`config.mk`:
```
export PLATFORM = sky130hd
export DESIGN_NAME = dm_access_ctrl
export DESIGN_NICKNAME = d
export VERILOG_FILES = /design/src/rtl/dm_access_ctrl.sv
export SDC_FILE = /design/constraint.sdc
export NUM_CORES = 1
export LEC_CHECK = 0
export CAP_MARGIN = 20
export CORE_ASPECT_RATIO = 1.2
export CORE_UTILIZATION = 40
export DETAILED_ROUTE_END_ITERATION = 7
export PLACE_DENSITY = 0.76
export SYNTH_ARGS = -nofsm -noshare
export SYNTH_HDL_FRONTEND = slang
export SYNTH_SLANG_ARGS = --single-unit
```
`constraint.sdc`:
```
create_clock -name clk -period 3.12 [get_ports clk]
set_input_delay 0.312 -clock clk [delete_from_list [all_inputs] [get_ports clk]]
set_output_delay 0.312 -clock clk [all_outputs]
set_load 0.05 [all_outputs]
```
`src/rtl/dm_access_ctrl.sv`:
```
// Data-memory access sequencer: alignment check, byte-enable/write-data lane steering,
// req/ack bus handshake and load data extraction with sign/zero extension.
module dm_access_ctrl (
   input  logic        clk,
   input  logic        reset,
   input  logic        req,
   input  logic        we,
   input  logic [2:0]  size,
   input  logic        sign,
   input  logic [31:0] addr,
   input  logic [31:0] wdata,
   output logic [31:0] rdata,
   output logic        done,
   output logic        stall,
   output logic        adel,
   output logic        ades,
   output logic        bus_req,
   output logic        bus_we,
   output logic [31:0] bus_addr,
   output logic [3:0]  bus_be,
   output logic [31:0] bus_wdata,
   input  logic        bus_ack,
   input  logic [31:0] bus_rdata
);

   typedef enum logic [1:0] {IDLE, ISSUE, DONE} state_t;

   state_t      state, state_nx;
   logic        c_we, c_sign;
   logic [2:0]  c_size;
   logic [1:0]  c_off;
   logic        is_word, is_half, is_byte, size_ok, aligned;
   logic [3:0]  be_nx;
   logic [31:0] wd_nx;
   logic [31:0] ld_data;
   logic [7:0]  ld_byte;
   logic [15:0] ld_half;

   assign is_word = (size == 3'b001);
   assign is_half = (size == 3'b010);
   assign is_byte = (size == 3'b100);
   assign size_ok = is_word | is_half | is_byte;
   assign stall   = req & ~done;

   always_comb begin
      aligned = 1'b1;
      if (is_word)      aligned = (addr[1:0] == 2'b00);
      else if (is_half) aligned = ~addr[0];
   end

   // Lane steering of the store data; loads reuse the same byte enables.
   always_comb begin
      be_nx = 4'b1111;
      wd_nx = wdata;
      if (is_half) begin
         be_nx = addr[1] ? 4'b1100 : 4'b0011;
         wd_nx = {wdata[15:0], wdata[15:0]};
      end else if (is_byte) begin
         be_nx = 4'b0001 << addr[1:0];
         wd_nx = {4{wdata[7:0]}};
      end
   end

   always_comb begin
      ld_byte = bus_rdata[{c_off, 3'b000} +: 8];
      ld_half = c_off[1] ? bus_rdata[31:16] : bus_rdata[15:0];
      ld_data = bus_rdata;
      if (c_size == 3'b100)      ld_data = {{24{c_sign & ld_byte[7]}}, ld_byte};
      else if (c_size == 3'b010) ld_data = {{16{c_sign & ld_half[15]}}, ld_half};
      if (c_we) ld_data = '0;
   end

   always_comb begin
      state_nx = state;
      case (state)
         IDLE:    if (req) state_nx = (size_ok && aligned) ? ISSUE : DONE;
         ISSUE:   if (bus_ack) state_nx = DONE;
         DONE:    state_nx = IDLE;
         default: state_nx = IDLE;
      endcase
   end

   always_ff @(posedge clk or posedge reset) begin
      if (reset) state <= IDLE;
      else       state <= state_nx;
   end

   always_ff @(posedge clk or posedge reset) begin
      if (reset) begin
         c_we      <= 1'b0;
         c_sign    <= 1'b0;
         c_size    <= 3'b000;
         c_off     <= 2'b00;
         done      <= 1'b0;
         adel      <= 1'b0;
         ades      <= 1'b0;
         rdata     <= '0;
         bus_req   <= 1'b0;
         bus_we    <= 1'b0;
         bus_addr  <= '0;
         bus_be    <= 4'b0000;
         bus_wdata <= '0;
      end else begin
         done <= 1'b0;
         adel <= 1'b0;
         ades <= 1'b0;
         case (state)
            IDLE: if (req) begin
               c_we   <= we;
               c_sign <= sign;
               c_size <= size;
               c_off  <= addr[1:0];
               if (size_ok && aligned) begin
                  bus_req   <= 1'b1;
                  bus_we    <= we;
                  bus_addr  <= {addr[31:2], 2'b00};
                  bus_be    <= be_nx;
                  bus_wdata <= wd_nx;
               end else begin
                  // Misaligned or null: complete at once, never touching the bus.
                  done  <= 1'b1;
                  adel  <= size_ok & ~we;
                  ades  <= size_ok & we;
                  rdata <= '0;
               end
            end
            ISSUE: if (bus_ack) begin
               bus_req <= 1'b0;
               bus_we  <= 1'b0;
               done    <= 1'b1;
               rdata   <= ld_data;
            end
            default: ;
         endcase
      end
   end

endmodule
```
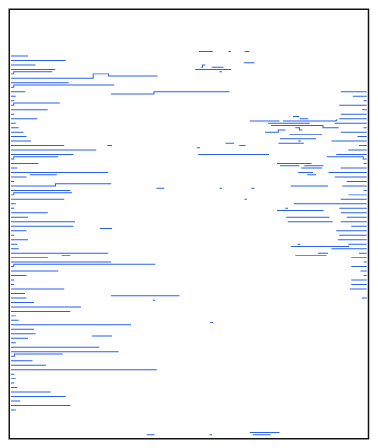
(images/layer_met3.png)
The wires run mostly horizontal. The layer carries 1570 um of wire. The layer holds 10% of the routed length. The longest straight run is 43.9 um.
via count of the routed design: 4275
wire length after detailed routing: 15.2 mm
met3 Usage GRT: 8.49%

==> impl_summary.log <==
[report] extracting results
INFO  metric synth_flop_count = 112
INFO  metric timing.slew.headroom = 40.0%
INFO  metric fin_crit_sh = 82.6%
INFO  metric seq_pwr_share = 33.3%
INFO  metric synth.most_common_cell = sky130_fd_sc_hd__dfrtp_1
INFO  metric synth_cell_type_count = 39
INFO  metric pin_count = 211
INFO  metric ctsLongestPathBuffers = 2
INFO  metric clock-sinks = 112
INFO  metric fin_worst_hold_slack = 0.484 ns
INFO  metric worst_setup_path_end_kind = register
INFO  metric tally_of_buffers_added_on_design_ports = 208
INFO  metric r2r-start = c_off[1]$_DFFE_PP0P_
INFO  metric cp.required = 3.35 ns
INFO  metric timing.hold.worst.start = bus_req$_DFFE_PP0P_
INFO  metric floorplan_die_height = 130 um
INFO  metric synth.top_cells.by_count = 112 x sky130_fd_sc_hd__dfrtp_1, 106 x sky130_fd_sc_hd__mux2_2, 32 x sky130_fd_sc_hd__o21ai_0
INFO  metric synthesis.area_per_instance = 13.0 sq um
INFO  metric p_leak = 3.31 nW
INFO  metric ant_nets = 0
INFO  metric die-area = 14100 sq um
INFO  metric count_of_tritonroute_iterations_in_the_first_routing_pass = 5
INFO  metric run_status = finished clean
INFO  metric detail_route.drc_violations = 0
INFO  metric cts_tree = done
INFO  metric grtUsageTotal = 21.8%
INFO  metric synthDominantCellAreaShare = 51.4%
INFO  metric startpoint_type = register
INFO  metric avgViaCountPerCell = 5.40
INFO  metric ordered_list_of_cells_on_the_worst_path = mux4_2 > nand4_1 > o21ai_0 > mux2_2
INFO  metric crit_end = rdata[23]$_DFFE_PP0P_
INFO  metric post_route_cells_drive_above_1_share = 24.5%
INFO  metric postCtsSetupRepairBufs = 0
INFO  metric maxCapViolCount = 0
INFO  metric grt_first_pass_wirelength = 23.3 mm
INFO  metric critPathKind = register to register
INFO  metric fp-row-count = 46
INFO  metric synth.yosys.seq_area_share = 51.4%
INFO  metric holdPathEnd = bus_req$_DFFE_PP0P_
INFO  metric worst_hold_path.num_cells = 1
INFO  metric finalCriticalPeriod = 2.58 ns
INFO  metric stage_log_warnings = 26
INFO  metric dieWidth = 109 um
INFO  metric wl_per_cell = 19.2 um
INFO  metric internal_power = 3.61 mW
INFO  metric grt_max_degree = 70
INFO  metric hpwlAfterDp = 11.2 mm
INFO  metric synth-cells-yosys = 420
INFO  metric share_of_total_power_consumed_by_net_switching = 42.3%
INFO  metric final_cell_mix = 208 x sky130_fd_sc_hd__clkdlybuf4s50_1, 112 x sky130_fd_sc_hd__dfrtp_1, 106 x sky130_fd_sc_hd__mux2_2
INFO  metric critPathSlowestCell = sky130_fd_sc_hd__dfrtp_1
INFO  metric worst_ep_arrival_time = 2.81 ns
INFO  metric synthesis.area = 5450 sq um
INFO  metric clock_insertion_delay_worst_skew = 0.35 ns
INFO  metric yosys_most_used_dff = sky130_fd_sc_hd__dfrtp_1
INFO  metric nNetsFinal = 724
INFO  metric slew_viol_final = 0
INFO  metric dp_worst_setup_slack = 0.563 ns
INFO  metric gp_congestion = 0.844
INFO  metric max_freq = 388 MHz
INFO  metric hold_class = register to register
INFO  metric setup-tns-final = 0 ns
INFO  metric gr-total-overflow = 0
INFO  metric critical_path_start = c_off[1]$_DFFE_PP0P_
INFO  metric synthesis.instances = 420
INFO  metric finalSetupViolations = 0
INFO  metric p_clk_share = 19.1%
INFO  metric synth_async_sr_flop_share = 100%
INFO  metric synth.area.top_cells = sky130_fd_sc_hd__dfrtp_1 51%, sky130_fd_sc_hd__mux2_2 22%, sky130_fd_sc_hd__mux2i_1 4.4%, sky130_fd_sc_hd__mux4_2 3.3%, sky130_fd_sc_hd__o21ai_0 2.9%
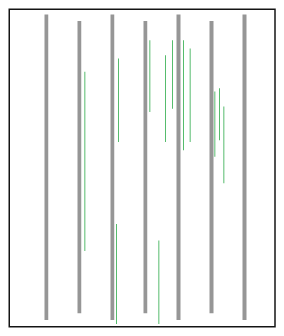
(images/layer_met4.png)
Supply wires on this layer in gray.
The layer carries 437 um of wire. The layer holds 2.9% of the routed length. 12 nets have wire on it. The wires run mostly vertical. The longest straight run is 73.4 um.

through the flow:
step	area [sq um]	power [mW]	cells	utilization, %
6_report	8050	6.25	792	60.8
5_1_grt	8050	6.51	792	60.8
4_1_cts	8050	6.31	792	60.8
3_5_place_dp	7740	5.10	776	58.5
3_3_place_gp	7740	5.05	776	58.5
2_1_floorplan	5460	3.99	421	-
registers in the layout, indices dropped and copies added, names as in the netlist, 2 cells and up:
name	cells
bus_be	4
c_off	2
rdata	32
bus_wdata	32
bus_addr	30
state	2
c_size	3
power groups by stage:
stage | clock [mW] | sequential (mW) | combinational, mW
after CTS | 1.22 | 2.09 | 3.00
after floorplan | 0 | 3.31 | 0.675
after global routing | 1.28 | 2.14 | 3.09
after detailed placement | 0 | 2.11 | 2.99
final | 1.19 | 2.08 | 2.98
after global placement | 0 | 2.09 | 2.96
logic make-up after synthesis:
family                 after synthesis  share of synthesized area, %
AND/OR/NAND/NOR                     38                          4.38
buffers and inverters               48                          4.64
AND-OR/OR-AND                       77                          8.65
flip-flops                         112                          51.4
multiplexers                       144                          30.8
other                                1                        0.0688
metal layers:
metal / vias up / wire length (um) / track usage, %
met5: - / 0 / 0
met4: 0 / 436 / 8.66
met3: 28 / 1570 / 8.49
met2: 217 / 7620 / 36.9
met1: 2112 / 5570 / 24.6
li1: 1918 / - / -
cell type report:
cell class | instances | area, sq um | share of cell area, %
Inverter | 15 | 60.1 | 0.747
Tap cell | 168 | 210 | 2.61
Clock buffer | 9 | 225 | 2.80
Clock inverter | 7 | 80.1 | 0.995
Multi-Input combinational cell | 261 | 2440 | 30.4
Timing Repair Buffer | 220 | 2220 | 27.6
Sequential cell | 112 | 2800 | 34.8
Power figures rest on the tool's default switching activity, not on a simulated workload.
